==> src/rtl/mem_port_arbiter_if.sv <==
// rtl/mem_port_arbiter_if.sv - pipeline-side and memory-side bus of the shared memory port arbiter
interface mem_port_arbiter_if;
  logic        if_req;
  logic [8:0]  if_addr;
  logic        if_gnt;
  logic        if_rvalid;
  logic [31:0] if_rdata;

  logic        d_req;
  logic        d_we;
  logic [8:0]  d_addr;
  logic [2:0]  d_func3;
  logic [31:0] d_wdata;
  logic        d_gnt;
  logic        d_rvalid;
  logic [31:0] d_rdata;
  logic        d_err;

  logic        mem_read;
  logic        mem_write;
  logic [8:0]  mem_addr;
  logic [2:0]  mem_func3;
  logic [31:0] mem_wdata;
  logic [31:0] mem_rdata;

  modport slave (
    input  if_req, if_addr, d_req, d_we, d_addr, d_func3, d_wdata, mem_rdata,
    output if_gnt, if_rvalid, if_rdata, d_gnt, d_rvalid, d_rdata, d_err,
           mem_read, mem_write, mem_addr, mem_func3, mem_wdata
  );

  modport master (
    output if_req, if_addr, d_req, d_we, d_addr, d_func3, d_wdata, mem_rdata,
    input  if_gnt, if_rvalid, if_rdata, d_gnt, d_rvalid, d_rdata, d_err,
           mem_read, mem_write, mem_addr, mem_func3, mem_wdata
  );
endinterface

==> src/rtl/mem_port_arbiter.sv <==
// rtl/mem_port_arbiter.sv - single-port memory arbiter: data-priority with fetch starvation guard
module mem_port_arbiter #(
  parameter int unsigned INST_OFFSET = 256,
  parameter int unsigned MAX_IF_WAIT = 3
) (
  input  logic              clk_i,
  input  logic              rst_ni,
  mem_port_arbiter_if.slave bus,
  output logic [15:0]       conflict_cnt_o
);

  typedef enum logic [2:0] {R_NONE, R_IF, R_LD, R_ST, R_ERR} resp_e;

  localparam logic [3:0] MaxWait = 4'(MAX_IF_WAIT);
  localparam logic [8:0] InstOff = 9'(INST_OFFSET % 512);

  logic        both_req;
  logic        force_if;
  logic        if_gnt;
  logic        d_gnt;
  logic        func3_ok;
  logic [1:0]  d_span;
  logic [9:0]  d_end;
  logic        d_reject;

  logic        mem_read;
  logic        mem_write;
  logic [8:0]  mem_addr;
  logic [2:0]  mem_func3;
  logic [31:0] mem_wdata;

  logic [3:0]  starve_q, starve_d;
  logic [15:0] conflict_q, conflict_d;
  resp_e       resp_q, resp_d;
  logic        if_rvalid_q;
  logic        d_rvalid_q;
  logic        d_err_q;
  logic [31:0] if_rdata_q;
  logic [31:0] d_rdata_q;

  // Fetch only beats a data request once it has lost MAX_IF_WAIT times in a row.
  always_comb begin
    both_req = bus.if_req & bus.d_req;
    force_if = both_req & (starve_q == MaxWait);
    d_gnt    = rst_ni & bus.d_req & ~force_if;
    if_gnt   = rst_ni & bus.if_req & ~(bus.d_req & ~force_if);
  end

  always_comb begin
    d_span   = 2'd0;
    func3_ok = 1'b0;
    case (bus.d_func3)
      3'b000: begin d_span = 2'd0; func3_ok = 1'b1;       end
      3'b001: begin d_span = 2'd1; func3_ok = 1'b1;       end
      3'b010: begin d_span = 2'd3; func3_ok = 1'b1;       end
      3'b100: begin d_span = 2'd0; func3_ok = ~bus.d_we;  end
      3'b101: begin d_span = 2'd1; func3_ok = ~bus.d_we;  end
      default: begin d_span = 2'd0; func3_ok = 1'b0;      end
    endcase
    d_end    = {1'b0, bus.d_addr} + {8'd0, d_span};
    d_reject = ~func3_ok | (d_end > 10'd511);
  end

  always_comb begin
    mem_read  = 1'b0;
    mem_write = 1'b0;
    mem_addr  = 9'd0;
    mem_func3 = 3'd0;
    mem_wdata = 32'd0;
    if (if_gnt) begin
      mem_read  = 1'b1;
      mem_addr  = bus.if_addr + InstOff;
      mem_func3 = 3'b010;
    end else if (d_gnt && !d_reject) begin
      mem_addr  = bus.d_addr;
      mem_func3 = bus.d_func3;
      if (bus.d_we) begin
        mem_write = 1'b1;
        mem_wdata = bus.d_wdata;
      end else begin
        mem_read  = 1'b1;
      end
    end
  end

  always_comb begin
    starve_d = starve_q;
    if (!bus.if_req || if_gnt) begin
      starve_d = 4'd0;
    end else if (both_req && d_gnt && starve_q != MaxWait) begin
      starve_d = starve_q + 4'd1;
    end

    conflict_d = conflict_q;
    if (both_req && conflict_q != 16'hFFFF) begin
      conflict_d = conflict_q + 16'd1;
    end

    resp_d = R_NONE;
    if (if_gnt) begin
      resp_d = R_IF;
    end else if (d_gnt) begin
      if (d_reject)       resp_d = R_ERR;
      else if (bus.d_we)  resp_d = R_ST;
      else                resp_d = R_LD;
    end
  end

  always_ff @(posedge clk_i) begin
    if (!rst_ni) begin
      starve_q   <= 4'd0;
      conflict_q <= 16'd0;
    end else begin
      starve_q   <= starve_d;
      conflict_q <= conflict_d;
    end
  end

  // Read data arrives from memory during the response cycle, so it is forwarded and latched then.
  always_ff @(posedge clk_i) begin
    if (!rst_ni) begin
      resp_q      <= R_NONE;
      if_rvalid_q <= 1'b0;
      d_rvalid_q  <= 1'b0;
      d_err_q     <= 1'b0;
      if_rdata_q  <= 32'd0;
      d_rdata_q   <= 32'd0;
    end else begin
      resp_q      <= resp_d;
      if_rvalid_q <= (resp_d == R_IF);
      d_rvalid_q  <= (resp_d == R_LD) || (resp_d == R_ST) || (resp_d == R_ERR);
      d_err_q     <= (resp_d == R_ERR);
      if (resp_q == R_IF) begin
        if_rdata_q <= bus.mem_rdata;
      end
      if (resp_q == R_LD) begin
        d_rdata_q <= bus.mem_rdata;
      end else if (resp_q == R_ST || resp_q == R_ERR) begin
        d_rdata_q <= 32'd0;
      end
    end
  end

  assign bus.if_gnt    = if_gnt;
  assign bus.d_gnt     = d_gnt;
  assign bus.mem_read  = mem_read;
  assign bus.mem_write = mem_write;
  assign bus.mem_addr  = mem_addr;
  assign bus.mem_func3 = mem_func3;
  assign bus.mem_wdata = mem_wdata;

  assign bus.if_rvalid = if_rvalid_q;
  assign bus.if_rdata  = (resp_q == R_IF) ? bus.mem_rdata : if_rdata_q;
  assign bus.d_rvalid  = d_rvalid_q;
  assign bus.d_err     = d_err_q;
  assign bus.d_rdata   = (resp_q == R_LD) ? bus.mem_rdata :
                         (d_rvalid_q ? 32'd0 : d_rdata_q);

  assign conflict_cnt_o = conflict_q;

endmodule
==> src/flat_wrapper.sv <==
// flat-port wrapper written by rule: the top's interface ports become plain ports
module mem_port_arbiter_flat 
#(
  parameter int unsigned INST_OFFSET = 256,
  parameter int unsigned MAX_IF_WAIT = 3
)
  (clk_i, rst_ni, conflict_cnt_o, bus_if_req, bus_if_addr, bus_d_req, bus_d_we, bus_d_addr, bus_d_func3, bus_d_wdata, bus_mem_rdata, bus_if_gnt, bus_if_rvalid, bus_if_rdata, bus_d_gnt, bus_d_rvalid, bus_d_rdata, bus_d_err, bus_mem_read, bus_mem_write, bus_mem_addr, bus_mem_func3, bus_mem_wdata);
  mem_port_arbiter_if bus_i ();
  input  logic clk_i;
  input  logic rst_ni;
  output logic [15:0] conflict_cnt_o;
  input wire logic [$bits(bus_i.if_req)-1:0] bus_if_req;
  input wire logic [$bits(bus_i.if_addr)-1:0] bus_if_addr;
  input wire logic [$bits(bus_i.d_req)-1:0] bus_d_req;
  input wire logic [$bits(bus_i.d_we)-1:0] bus_d_we;
  input wire logic [$bits(bus_i.d_addr)-1:0] bus_d_addr;
  input wire logic [$bits(bus_i.d_func3)-1:0] bus_d_func3;
  input wire logic [$bits(bus_i.d_wdata)-1:0] bus_d_wdata;
  input wire logic [$bits(bus_i.mem_rdata)-1:0] bus_mem_rdata;
  output wire logic [$bits(bus_i.if_gnt)-1:0] bus_if_gnt;
  output wire logic [$bits(bus_i.if_rvalid)-1:0] bus_if_rvalid;
  output wire logic [$bits(bus_i.if_rdata)-1:0] bus_if_rdata;
  output wire logic [$bits(bus_i.d_gnt)-1:0] bus_d_gnt;
  output wire logic [$bits(bus_i.d_rvalid)-1:0] bus_d_rvalid;
  output wire logic [$bits(bus_i.d_rdata)-1:0] bus_d_rdata;
  output wire logic [$bits(bus_i.d_err)-1:0] bus_d_err;
  output wire logic [$bits(bus_i.mem_read)-1:0] bus_mem_read;
  output wire logic [$bits(bus_i.mem_write)-1:0] bus_mem_write;
  output wire logic [$bits(bus_i.mem_addr)-1:0] bus_mem_addr;
  output wire logic [$bits(bus_i.mem_func3)-1:0] bus_mem_func3;
  output wire logic [$bits(bus_i.mem_wdata)-1:0] bus_mem_wdata;
  assign bus_i.if_req = bus_if_req;
  assign bus_i.if_addr = bus_if_addr;
  assign bus_i.d_req = bus_d_req;
  assign bus_i.d_we = bus_d_we;
  assign bus_i.d_addr = bus_d_addr;
  assign bus_i.d_func3 = bus_d_func3;
  assign bus_i.d_wdata = bus_d_wdata;
  assign bus_i.mem_rdata = bus_mem_rdata;
  assign bus_if_gnt = bus_i.if_gnt;
  assign bus_if_rvalid = bus_i.if_rvalid;
  assign bus_if_rdata = bus_i.if_rdata;
  assign bus_d_gnt = bus_i.d_gnt;
  assign bus_d_rvalid = bus_i.d_rvalid;
  assign bus_d_rdata = bus_i.d_rdata;
  assign bus_d_err = bus_i.d_err;
  assign bus_mem_read = bus_i.mem_read;
  assign bus_mem_write = bus_i.mem_write;
  assign bus_mem_addr = bus_i.mem_addr;
  assign bus_mem_func3 = bus_i.mem_func3;
  assign bus_mem_wdata = bus_i.mem_wdata;
  mem_port_arbiter #(.INST_OFFSET(INST_OFFSET), .MAX_IF_WAIT(MAX_IF_WAIT)) u_core (.clk_i(clk_i), .rst_ni(rst_ni), .bus(bus_i), .conflict_cnt_o(conflict_cnt_o));
endmodule
==> config.mk <==
export PLATFORM = sky130hd
export DESIGN_NAME = mem_port_arbiter_flat
export DESIGN_NICKNAME = d
export VERILOG_FILES = /design/src/rtl/mem_port_arbiter_if.sv /design/src/rtl/mem_port_arbiter.sv /design/src/flat_wrapper.sv
export SDC_FILE = /design/constraint.sdc
export NUM_CORES = 1
export LEC_CHECK = 0
export ABC_AREA = 1
export CELL_PAD_IN_SITES_DETAIL_PLACEMENT = 0
export CELL_PAD_IN_SITES_GLOBAL_PLACEMENT = 1
export CORE_MARGIN = 1.5
export CORE_UTILIZATION = 31
export CTS_CLUSTER_DIAMETER = 50
export DETAILED_ROUTE_END_ITERATION = 10
export PLACE_DENSITY = 0.94
export SYNTH_ARGS = -nofsm -noshare
export SYNTH_HDL_FRONTEND = slang
export SYNTH_SLANG_ARGS = --single-unit
==> constraint.sdc <==
create_clock -name clk_i -period 6.4 [get_ports clk_i]
set_clock_uncertainty 0.1 [all_clocks]
set_input_delay 1.6 -clock clk_i [delete_from_list [all_inputs] [get_ports clk_i]]
set_output_delay 1.6 -clock clk_i [all_outputs]
set_load 0.005 [all_outputs]
==> GITHUB_STEP_SUMMARY, run 1 <==
## PnR job results

| Metric | Value |
|---|---|
| CP top delay family | buffers and inverters |
| Placement Cell Area | 0.00723 mm^2 |
| Combinational share of cell area | 0.323 |
| Worst EP required | 4.70 ns |
| Hold_buf cts | 0 |
| Num CTS Buffers | 9 |
| Top-area cell share | 0.366 |
| Initial antenna violation count | 0 |
| Max cap viols | 0 |
| Largest cell class by area | logic gates |
| Met2 global-route usage | 0.282 |
| Hold_sp | u_core.starve_q[0] |
| Layout area overhead | 52.8% |
| M3 GR Usage | 0.0578 |
| Chip height | 129 um |
| Placed cells | 1,133 |
| Post-route ant nets | 0 |
| # clk buffers | 10 |
| Worst reg2reg path startpoint | u_core.resp_q[0] |
| Critical path peak fanout | 34 |
| Synth Seq Share | 0.366 |
| Final net count | 1,027 |
| Max VDD drop | 0.151 mV |
| Avg Inst Size Synth | 6.69 um^2 |
| FA/HA/MAJ Cells, Area Fraction | 0.0102 |
| Cycle use final | 0.908 |
| Sequential power share | 0.410 |
| Clk. pwr | 520 uW |
| Met1 wire length | 6.61 mm |
| Data buffer area share | 0.300 |
| Hold depth | 1 |
| Design area | 0.00751 mm^2 |
| Fmax | 172 MHz |
| Top_reg_cell synth | dfxtp_1 |
| Drt first-iter violations | 251 |
| Final Hold Viols | 0 |
| Share of cells above drive strength 1 | 0.0906 |
| Antenna Cells | 0 |
| Yosys stat area | 0.00492 mm^2 |
| Leak Pwr | 0.00302 uW |
| Area leader, netlist | dfxtp_1 |
| Pin count of the biggest net entering global routing | 66 |
| Tapcell Cnt | 211 |
| Inverters | 128 |
| Tool warnings | 27 |
| Clock network area share | 0.0383 |
| Total Wirelength | 14.4 mm |
| CP max stage delay | 0.52 ns |
| Drt wl/cell | 12.5 um |
| Hold WC Path Type | flop to flop |
| HPWL Detailed | 10.4 mm |
| Mapped Nets | 829 |
| Vias in the first global route | 4,620 |
| H-tree depth | 3 |
| Combinational Power Share | 0.232 |
| P_comb | 338 uW |
| GPL Wtd Cong | 0.800 |
| Yosys simple share | 0.273 |
| Hold Slack | 0.361 ns |
| Yosys warns | 0 |
| Critical Path Slowest Stage Cell | clkdlybuf4s50_1 |
| Clock tree buffer depth | 2 |
| Ao+oa area frac | 0.197 |
| Worst reg2reg path endpoint | u_core.if_rdata_q[3] |
| DR top layer | met4 |
| Chip area | 0.0166 mm^2 |
| Post-synthesis instance total | 735 |
| Post-Syn Area | 0.00492 mm^2 |
| Most numerous logic cell after layout | clkdlybuf4s50_1 |
| Met1 GRT Util | 0.218 |
| RSZ-0062 raised after global routing | false |
| Multi-input gate area | 0.00243 mm^2 |
| Status | finished clean |
==> run 1: flip-flops by register name (all words and copies together), names as in the netlist <==
register / flops
u_core.resp_q: 3
u_core.bus.d_rvalid: 1
u_core.d_rdata_q: 32
u_core.conflict_cnt_o: 16
u_core.bus.if_rvalid: 1
u_core.if_rdata_q: 32
u_core.bus.d_err: 1
u_core.starve_q: 4
==> run 1: kinds of logic (layout without fill, tap and decap cells) <==
family                   count (synthesis)  in the layout
AND-OR/OR-AND                          153            153
XOR/XNOR                                 7              7
adder cells (fa/ha/maj)                  4              4
buffers and inverters                  168            371
flip-flops                              90             90
AND/OR/NAND/NOR                        313            313
Fig. 1: run 1, nets reached from selected ports
Bar = 50 um.
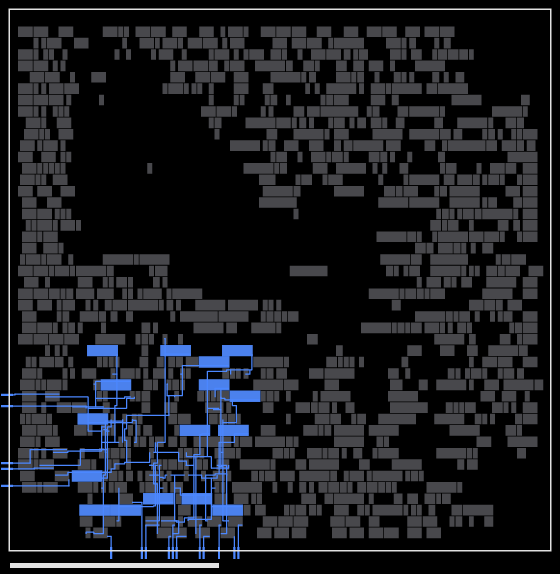
| port | color | bits | direction | edge | end cells | buffers | wire |
|---|---|---|---|---|---|---|---|
| `conflict_cnt_o` | blue | 16 | output | 11 bottom, 5 left | 16 | 16 | 852 um |
Boundary Pins: 221
port bufs: 220

Fig. 2: run 1, layout detail
Window x 12 to 52, y 77 to 117 um. Cells in gray, sequential cells in the stronger gray; small squares are vias.
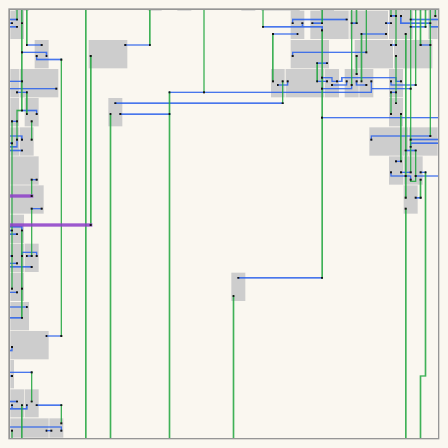
| layer | color |
|---|---|
| metal 3 | purple |
| metal 2 | green |
| metal 1 | blue |
sequential cells in the window: 0
cells with their middle in the window: 40
most frequent: nand2_1 (19), clkdlybuf4s50_1 (14), nor2_1 (4)

Fig. 3: run 1, where the registers sit
Bar = 50 um.
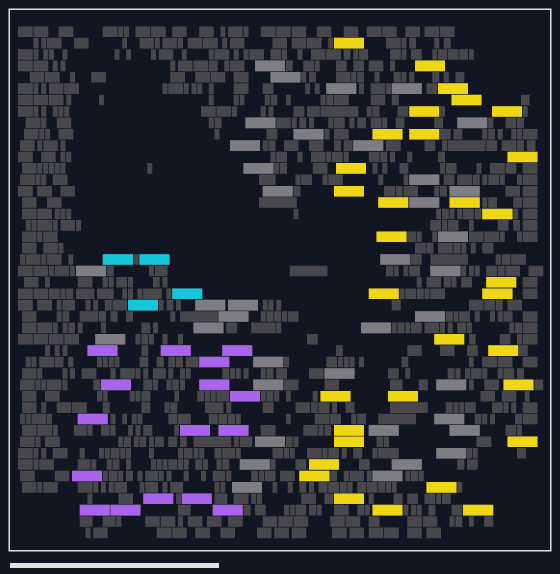
| name in the netlist | color | sequential cells |
|---|---|---|
| `u_core.if_rdata_q` | yellow | 32 |
| `u_core.conflict_cnt_o` | purple | 16 |
| `u_core.starve_q` | cyan | 4 |
Power Sequential: 596 uW
flop share of the area: 0.240
utilization after layout: 0.489
FF/Latch Area: 0.00180 mm^2

Fig. 4: run 1, clock nets
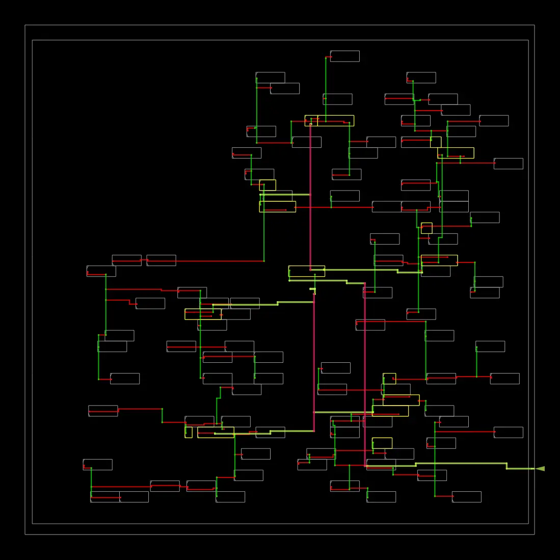
Flops: 90
Clk Latency, worst-skew pair: 0.35 ns

==> inputs of run 2 (changes only) <==
- RECOVER_POWER: default -> 25
Fig. 5: run 2, layout detail
Window x 12 to 52, y 77 to 117 um. Cells in gray, sequential cells in the stronger gray; small squares are vias.
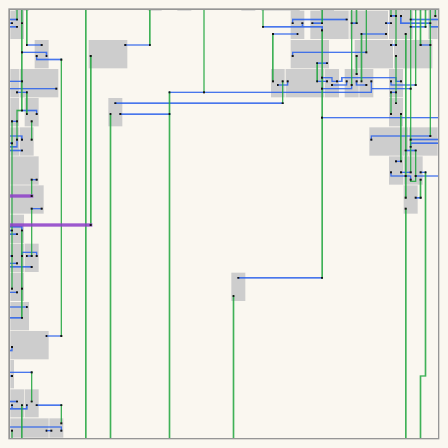
| layer | color |
|---|---|
| metal 1 | blue |
| metal 3 | purple |
| metal 2 | green |
sequential cells in the window: 0
most frequent: nand2_1 (19), clkdlybuf4s50_1 (14), nor2_1 (4)
cells with their middle in the window: 40

Fig. 6: run 2, where the registers sit
Bar = 50 um.
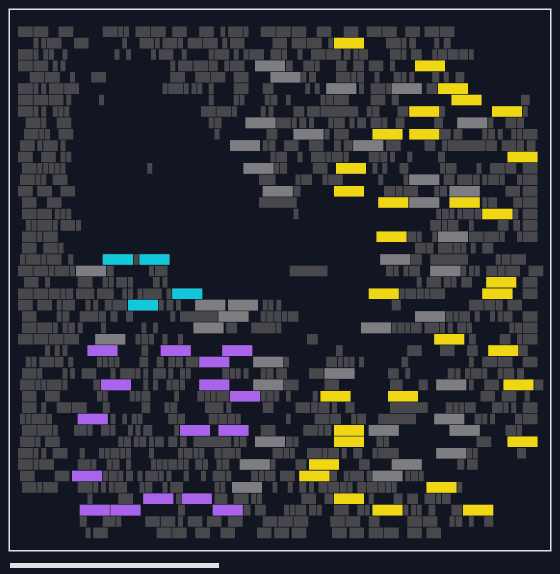
| name in the netlist | color | sequential cells |
|---|---|---|
| `u_core.if_rdata_q` | yellow | 32 |
| `u_core.starve_q` | cyan | 4 |
| `u_core.conflict_cnt_o` | purple | 16 |
not colored: 38
flop share of the area: 0.241
utilization after layout: 0.487

==> run 2 against run 1 <==
The flow now finishes with violations (capacitance limit, slew limit). Global-route usage unchanged. Hold slack worse by 0.00073 ns. Area after synthesis is the same. Non-clock buffer count did not move. Critical endpoint unchanged.
==> GITHUB_STEP_SUMMARY, run 2 <==
## PnR job results

| Metric | Value |
|---|---|
| Design area | 0.00749 mm^2 |
| Layout area overhead | 52.3% |
| Worst EP required | 4.70 ns |
| Yosys simple share | 0.273 |
| Hold depth | 2 |
| Most numerous logic cell after layout | clkdlybuf4s50_1 |
| Status | finished, violations left |
| Chip area | 0.0166 mm^2 |
| Leak Pwr | 0.00307 uW |
| Fmax | 172 MHz |
| Hold_buf cts | 0 |
| Initial antenna violation count | 0 |
| Ao+oa area frac | 0.197 |
| Failing checks | capacitance limit, slew limit |
| Num CTS Buffers | 9 |
| Total Wirelength | 14.5 mm |
| Pin count of the biggest net entering global routing | 66 |
| Post-Syn Area | 0.00492 mm^2 |
| Final Max Tran Viols | 50 |
| Post-route ant nets | 0 |
| Met1 wire length | 6.57 mm |
| GPL Wtd Cong | 0.800 |
| Drt wl/cell | 12.6 um |
| Final Power | 1450 uW |
| FA/HA/MAJ Cells, Area Fraction | 0.0102 |
| Chip height | 129 um |
| Area leader, netlist | dfxtp_1 |
| Max VDD drop | 0.150 mV |
| Clk Latency, worst-skew pair | 0.35 ns |
| Met2 global-route usage | 0.282 |
| Final Hold Viols | 0 |
| DR top layer | met4 |
| Antenna Cells | 0 |
| Hold WC Path Type | flop to flop |
| Worst reg2reg path endpoint | u_core.conflict_cnt_o[14] |
| Synth Seq Share | 0.366 |
| Avg Inst Size Synth | 6.69 um^2 |
| Share of cells above drive strength 1 | 0.0821 |
| Hold_sp | u_core.d_rdata_q[15] |
| RSZ-0062 raised after global routing | false |
| Mapped Nets | 829 |
| Hold Slack | 0.360 ns |
| Tool warnings | 27 |
| Top_reg_cell synth | dfxtp_1 |
| Boundary Pins | 221 |
| M3 GR Usage | 0.0578 |
| Yosys warns | 0 |
| H-tree depth | 3 |
| XORs/XNORs by Area | 0.0125 |
| Max cap viols | 1 |
| Clock tree buffer depth | 2 |
| Top-area cell share | 0.366 |
| FF/Latch Area | 0.00180 mm^2 |
| Cycle use final | 0.908 |
| Placement Cell Area | 0.00723 mm^2 |
| Vias/cell | 4.47 |
| HPWL Detailed | 10.4 mm |
| Placed cells | 1,133 |
| Port bufs | 220 |
| Final net count | 1,027 |
| Critical path peak fanout | 34 |
==> run 2: cell counts after synthesis <==
No cell type changed its count.
==> run 2: worst max-delay path: stages <==
cell,delay [ns]
clkdlybuf4s50_1,0.50
inv_1,0.06
nor3_1,0.20
ha_1,0.28
nand2_1,0.06
inv_1,0.03
o21ai_1,0.22
nand2_1,0.13
nor2_4,0.11
inv_2,0.21
nor2_1,0.17
clkdlybuf4s50_1,0.52
==> run 2: final cells by class <==
cell class,instances,share of cell area
well taps,211,0.0352
flip-flops and latches,90,0.241
inverters,128,0.0641
multi-input cells,477,0.321
clock inverters,6,0.00651
clock buffers,10,0.0319
repair buffers,227,0.301
==> run 2: power by group <==
part           internal, uW  switching (uW)  total (uW)
clock network           279             242         521
logic                   185             151         337
registers               587            9.47         596
==> inputs of run 3 (changes only) <==
--- a/constraint.sdc
+++ b/constraint.sdc
@@ -3,3 +3,3 @@
 set_input_delay 1.6 -clock clk_i [delete_from_list [all_inputs] [get_ports clk_i]]
 set_output_delay 1.6 -clock clk_i [all_outputs]
-set_load 0.005 [all_outputs]
+set_load 0.1 [all_outputs]
Fig. 7: run 3, nets reached from selected ports
Bar = 50 um.
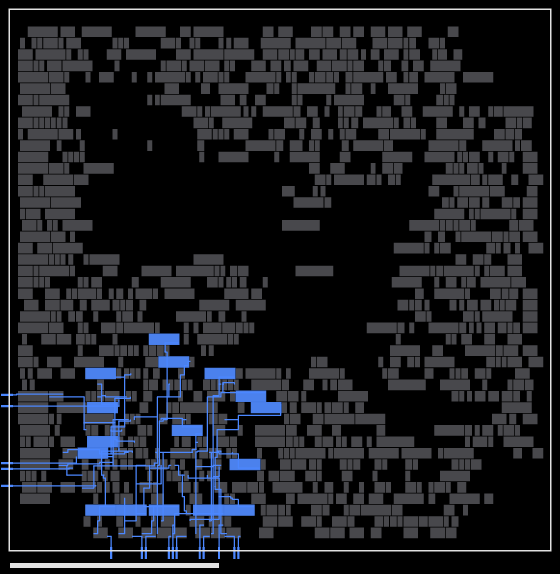

Fig. 8: run 3, metal layers overlaid
Two of the layers only.
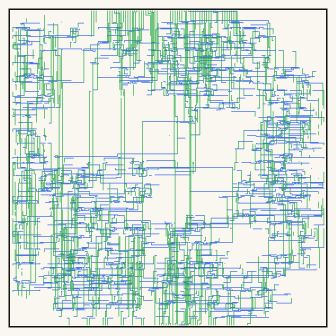
| layer | color | wire length |
|---|---|---|
| metal 1 | blue | 6,410 um |
| metal 2 | green | 7,100 um |
via count: 5,150
gr usage total: 0.175
drt wl/cell: 12.7 um

==> run 3 against run 2 <==
The flow still finishes with violations (capacitance limit, slew limit). Clock-buffer cell count rose by 1. First-iteration DRC count up 11%. Maximum frequency down 4.0%. Sequential power barely moved. Flip-flop count unchanged. Utilization increased by 2.2 points. Cell area increased by 4.5%. Combinational power increased by 110%. Critical endpoint unchanged. Largest cell class is now buffers.
==> GITHUB_STEP_SUMMARY, run 3 <==
## PnR job results

| Metric | Value |
|---|---|
| Status | finished, violations left |
| Failing checks | capacitance limit, slew limit |
| Post-synthesis instance total | 735 |
| Critical Path Slowest Stage Cell | dlygate4sd3_1 |
| Tool warnings | 27 |
| WP buf/inv | 5 |
| Combinational Power Share | 0.396 |
| Final Power | 1830 uW |
| Worst path cell trace | dlygate4sd3_1, inv_1, nor3_1, ha_1, nand2_1, inv_1, o21ai_1, nand2_1, nor2_4, inv_2, nor2_1, buf_12 |
| Critical path depth | 12 |
| RSZ-0062 raised after global routing | false |
| Drt first-iter violations | 251 |
| Top-area cell share | 0.366 |
| Worst reg2reg path endpoint | u_core.conflict_cnt_o[15] |
| Hold Slack | 0.346 ns |
| Met2 global-route usage | 0.306 |
| Fmax | 165 MHz |
| CP top delay family | buffers and inverters |
| Top_reg_cell synth | dfxtp_1 |
| Hold_buf cts | 0 |
| Layout area overhead | 59.2% |
| Post-Syn Area | 0.00492 mm^2 |
| Power Internal | 1060 uW |
| Vias/cell | 4.48 |
| Met1 wire length | 6.41 mm |
| Total Wirelength | 14.6 mm |
| Boundary Pins | 221 |
| Avg Inst Size Synth | 6.69 um^2 |
| Worst reg2reg path startpoint | u_core.conflict_cnt_o[0] |
| Pin count of the biggest net entering global routing | 66 |
| Multi-input gate area | 0.00239 mm^2 |
| Leak Pwr | 0.00330 uW |
| XORs/XNORs by Area | 0.0125 |
| Mapped Nets | 829 |
| Placement Cell Area | 0.00758 mm^2 |
| Clk Latency, worst-skew pair | 0.34 ns |
| Yosys stat area | 0.00492 mm^2 |
| Chip height | 129 um |
| Final net count | 1,027 |
| Share of cells above drive strength 1 | 0.166 |
| Final Max Tran Viols | 79 |
| Most numerous logic cell after layout | nand2_1 |
| CP max stage delay | 0.58 ns |
| GPL Wtd Cong | 0.788 |
| Num CTS Buffers | 9 |
| Switching power | 767 uW |
| Hold_sp | u_core.starve_q[0] |
| Cycle use final | 0.946 |
| Placed cells | 1,133 |
| Post-route ant nets | 0 |
| DR top layer | met4 |
| Ao+oa area frac | 0.197 |
| Max cap viols | 2 |
| Hold WC Path Type | flop to flop |
| Met1 GRT Util | 0.206 |
| Utilization after layout | 0.509 |
| Design area | 0.00783 mm^2 |
| Final Hold Viols | 0 |
| Clock tree buffer depth | 2 |
| Clock share of power | 0.277 |
| Max VDD drop | 0.149 mV |
| Worst EP required | 4.70 ns |
| Area leader, netlist | dfxtp_1 |
| M3 GR Usage | 0.0499 |
| FF/Latch Area | 0.00180 mm^2 |
| Chip area | 0.0166 mm^2 |
| Port bufs | 220 |
run 3: cell types whose count changed in the layout (fill, tap and decap cells not counted), sizes merged:
cell and delta:
clkbuf +2, buf +82, inv -2, clkinv +1
clkdlybuf4s50 -70, dlygate4sd3 -13
run 3: power by group through the flow:
stage / Combinational, uW / Clock (uW) / Sequential [uW]
floorplan: 508 / 0 / 621
global placement: 728 / 0 / 608
detailed placement: 729 / 0 / 609
CTS: 731 / 525 / 596
global route: 759 / 544 / 599
finish: 724 / 507 / 596
run 3: cell type report:
cell class	count	share of cell area
Multi-Input combinational cell	477	0.306
Sequential cell	90	0.230
Tap cell	211	0.0337
Inverter	128	0.0614
Clock buffer	11	0.0310
Clock inverter	5	0.00480
Timing Repair Buffer	227	0.333
Power is estimated from default activity; no workload was simulated.
